[src/rtl/dram_pcie_streamer.sv]
// Streams COUNT consecutive 512-bit DRAM lines starting at BASE out to PCIe as
// 128-bit beats, configured and started through soft registers.
module dram_pcie_streamer #(
    parameter int unsigned MAX_OUTSTANDING = 8,
    parameter int unsigned LINE_BYTES      = 64
) (
    input  logic         clk,
    input  logic         rst,
    output logic         mem_req_valid,
    output logic         mem_req_isWrite,
    output logic [63:0]  mem_req_addr,
    output logic [511:0] mem_req_data,
    input  logic         mem_req_grant,
    input  logic         mem_resp_valid,
    input  logic [511:0] mem_resp_data,
    output logic         mem_resp_grant,
    output logic         pcie_valid,
    output logic [127:0] pcie_data,
    output logic [15:0]  pcie_slot,
    output logic [3:0]   pcie_pad,
    output logic         pcie_last,
    input  logic         pcie_grant,
    input  logic         sr_req_valid,
    input  logic         sr_req_isWrite,
    input  logic [31:0]  sr_req_addr,
    input  logic [63:0]  sr_req_data,
    output logic         sr_resp_valid,
    output logic [63:0]  sr_resp_data
);

    typedef enum logic [1:0] {IDLE, RUN, DONE} state_t;

    state_t state, state_next;

    logic [63:0]  cfg_base, run_base;
    logic [31:0]  cfg_count, run_count;
    logic [15:0]  cfg_slot, run_slot;
    logic [31:0]  issued, lines_sent;
    logic [7:0]   outstanding;
    logic [511:0] line_buf;
    logic [1:0]   beat;
    logic         ser_full;
    logic         sr_valid_q;
    logic [63:0]  sr_data_q;
    logic [63:0]  rd_data;

    logic running, sr_wr, cfg_wr, start;
    logic req_fire, resp_fire, beat_fire, line_done;

    always_comb begin
        running   = (state == RUN);
        sr_wr     = sr_req_valid && sr_req_isWrite;
        cfg_wr    = sr_wr && !running;
        start     = cfg_wr && (sr_req_addr == 32'd3);
        req_fire  = mem_req_valid && mem_req_grant;
        beat_fire = pcie_valid && pcie_grant;
        line_done = beat_fire && (beat == 2'd3);
        resp_fire = mem_resp_grant;
    end

    always_comb begin
        state_next = state;
        case (state)
            IDLE, DONE: if (start) state_next = RUN;
            RUN:        if (lines_sent == run_count) state_next = DONE;
            default:    state_next = IDLE;
        endcase
    end

    // Outputs are gated by rst so they read zero for the whole reset cycle,
    // not just after the clearing edge.
    always_comb begin
        mem_req_valid   = rst && running && (issued < run_count)
                          && (32'(outstanding) < MAX_OUTSTANDING);
        mem_req_isWrite = 1'b0;
        mem_req_data    = '0;
        mem_req_addr    = run_base + 64'(issued) * 64'(LINE_BYTES);
        // Refill in the same cycle the last beat leaves keeps beats back to back.
        mem_resp_grant  = rst && running && mem_resp_valid && (!ser_full || line_done);
        pcie_valid      = rst && ser_full;
        pcie_data       = pcie_valid ? line_buf[{beat, 7'd0} +: 128] : '0;
        pcie_slot       = run_slot;
        pcie_pad        = '0;
        pcie_last       = pcie_valid && (beat == 2'd3) && (lines_sent == run_count - 32'd1);
        sr_resp_valid   = rst && sr_valid_q;
        sr_resp_data    = rst ? sr_data_q : '0;
    end

    always_comb begin
        rd_data = '0;
        case (sr_req_addr)
            32'd0:   rd_data = cfg_base;
            32'd1:   rd_data = {32'd0, cfg_count};
            32'd2:   rd_data = {48'd0, cfg_slot};
            32'd16:  rd_data = {62'd0, state == DONE, state == RUN};
            32'd17:  rd_data = {32'd0, lines_sent};
            default: rd_data = '0;
        endcase
    end

    always_ff @(posedge clk) begin
        if (!rst) begin
            state       <= IDLE;
            cfg_base    <= '0;
            cfg_count   <= '0;
            cfg_slot    <= '0;
            run_base    <= '0;
            run_count   <= '0;
            run_slot    <= '0;
            issued      <= '0;
            outstanding <= '0;
            lines_sent  <= '0;
            line_buf    <= '0;
            beat        <= '0;
            ser_full    <= 1'b0;
            sr_valid_q  <= 1'b0;
            sr_data_q   <= '0;
        end else begin
            state <= state_next;

            if (cfg_wr) begin
                case (sr_req_addr)
                    32'd0:   cfg_base  <= sr_req_data;
                    32'd1:   cfg_count <= sr_req_data[31:0];
                    32'd2:   cfg_slot  <= sr_req_data[15:0];
                    default: ;
                endcase
            end

            if (start) begin
                run_base    <= cfg_base;
                run_count   <= cfg_count;
                run_slot    <= cfg_slot;
                issued      <= '0;
                outstanding <= '0;
                lines_sent  <= '0;
                beat        <= '0;
                ser_full    <= 1'b0;
            end else begin
                if (req_fire) issued <= issued + 32'd1;

                case ({req_fire, resp_fire})
                    2'b10:   outstanding <= outstanding + 8'd1;
                    2'b01:   outstanding <= outstanding - 8'd1;
                    default: ;
                endcase

                if (resp_fire) begin
                    line_buf <= mem_resp_data;
                    beat     <= '0;
                    ser_full <= 1'b1;
                end else if (beat_fire) begin
                    beat <= beat + 2'd1;
                    if (beat == 2'd3) ser_full <= 1'b0;
                end

                if (line_done) lines_sent <= lines_sent + 32'd1;
            end

            sr_valid_q <= sr_req_valid && !sr_req_isWrite;
            sr_data_q  <= (sr_req_valid && !sr_req_isWrite) ? rd_data : '0;
        end
    end

endmodule

[config.mk]
export PLATFORM = sky130hd
export DESIGN_NAME = dram_pcie_streamer
export DESIGN_NICKNAME = d
export VERILOG_FILES = /design/src/rtl/dram_pcie_streamer.sv
export SDC_FILE = /design/constraint.sdc
export NUM_CORES = 2
export LEC_CHECK = 0
export ABC_CLOCK_PERIOD_IN_PS = 5500
export CAP_MARGIN = 10
export CORE_AREA = 3 3 544 546
export DETAILED_ROUTE_END_ITERATION = 16
export DIE_AREA = 0 0 547 549
export MAX_ROUTING_LAYER = met4
export SYNTH_ARGS = -nofsm -noshare
export SYNTH_HDL_FRONTEND = slang
export SYNTH_SLANG_ARGS = --single-unit
[constraint.sdc]
create_clock -name clk -period 5.5 [get_ports clk]
set_clock_uncertainty 0.2 [all_clocks]
set_input_delay 0.55 -clock clk [delete_from_list [all_inputs] [get_ports clk]]
set_output_delay 0.55 -clock clk [all_outputs]
set_load 0.02 [all_outputs]
### I/O pins on the die edge

Pins as bars across the die edge, other pins in grey.
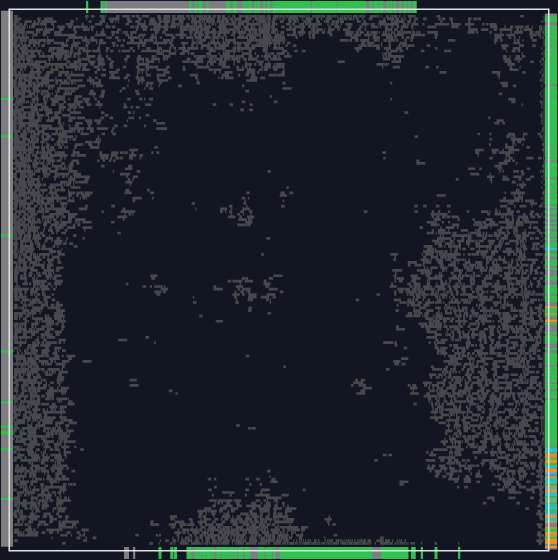
mem_req_data -> green  # pins 512, direction output, edge 214 right, 167 bottom, 121 top, 10 left
pcie_slot -> cyan  # pins 16, direction output, edge right
sr_req_addr -> orange  # pins 32, direction input, edge right
all pins by edge = 400 left, 400 right, 349 top, 260 bottom
die height: 549 µm
I/O Buffers: 891
overall die width: 547 µm

### Routed metal, one colour a layer

(1 px per µm) Two of the layers only.
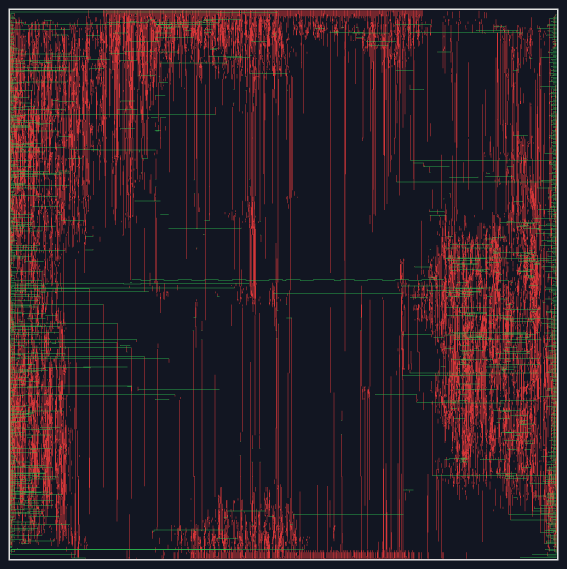
met2 -> red  # wire length 105 mm
met3 -> green  # wire length 16000 µm

==> notes.md <==
In this run the cell area measured after placement is 0.0567 mm². There are 878 flip-flops and latches. The first element of the critical path was issued[20]$_SDFFE_PP0P_. Register ranked first by flip-flop count: line_buf. For met1 alone, demand over resource in global routing was 15.8%. The highest layer touched by signal routing is met4. Once the clock tree was built, the resizer swapped 4 gates to a different size.

By instance count after routing, the leading logic cell type is sky130_fd_sc_hd__nand2_1. The run gives 0.93 ns as the flop-to-flop setup slack. The routed design shows a wire length per standard cell of 20.4 µm. With the total clock network power at 7.76 mW, the maximum number of pins on one net before global-route repair is 205.

The number of standard-cell rows in the floorplan was 198; the number of nets with antenna violations after detailed routing was 0. The flow ran to the end, and the final reports show no timing, DRC or antenna violations. After technology mapping, the gate count stands at 5434.

For the number of violations of the max-capacitance limit, the log shows 0. The run gives 6.36 mW for the sequential group power. Final hold analysis gives a worst-case slack of 0.0857 ns. The number of antenna violations at the first check in global routing came out at 72. The top cell class by occupied area was combinational gates. The share of the synthesized area in the top cell type works out to 38.5%. The tools report the clock latency on the worst-skew pair as 0.84 ns. Summed over all routing layers, the global router reports a total usage of 13.9%. The chip area from the yosys synthesis statistics came out at 0.0456 mm².

In the synthesized netlist, the cells that appear most often are 1589 x sky130_fd_sc_hd__nand2_1, 878 x sky130_fd_sc_hd__dfxtp_1, 737 x sky130_fd_sc_hd__a21boi_0, 523 x sky130_fd_sc_hd__buf_4, 322 x sky130_fd_sc_hd__clkbuf_1. Pre-CTS setup slack: 0.664 ns. The global routing stage identified its most utilized layer as met2. Of all power groups, the one with the highest power is the clock network.

In the final layout, excluding clock buffers the buffer count is 1242. The global-route wire length before repair was 293 mm; the number of cells in the yosys synthesis report was 5434. The non-clock buffer area fraction after layout is 19.5%, and the share of power burned in registers is 41.5%. Traced cell by cell, the critical path runs through ha_2, nand3_1, or3_1, nor4b_1, o21a_1, o41a_1, a31oi_2, buf_4, nor4b_1, xor2_1, clkdlybuf4s50_1.

Yosys shows that the main logic family after synthesis is simple AND/OR/NAND/NOR gates. The logs give 878 for the CTS sink count and 0.0636 mm² for the post-route standard cell area excluding fillers. Looking at the critical path, the single cell with the biggest stage delay is sky130_fd_sc_hd__clkdlybuf4s50_1. The run gives 112 as the TritonCTS buffer count. The routed design shows a via density per instance of 3.81.

In the placement report, post-DP HPWL is listed as 166 mm. In this run the layout overhead on the synthesized area is reported as 39.4%. Per the detail_route log, met3 wirelength is 16.0 mm.
### Port wiring

(1 px per µm)
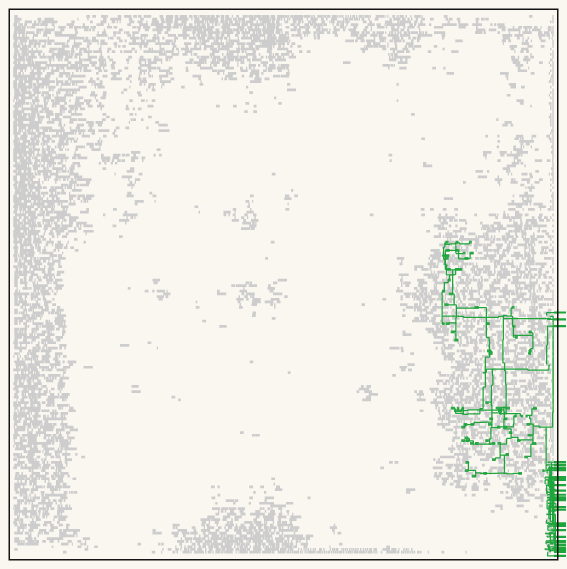
sr_req_addr -> green  # bits 32, direction input, edge right, end cells 85, wire 2510 µm

### Cell placement

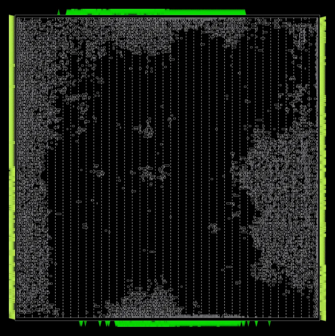
non-filler cells in the finished layout: 10500
core footprint: 0.291 mm²
number of fillers in the final layout: 32200
Seq/total area: 27.7%
number of tap cells added at floorplan: 3900

Power figures rest on the tool's default switching activity, not on a simulated workload.
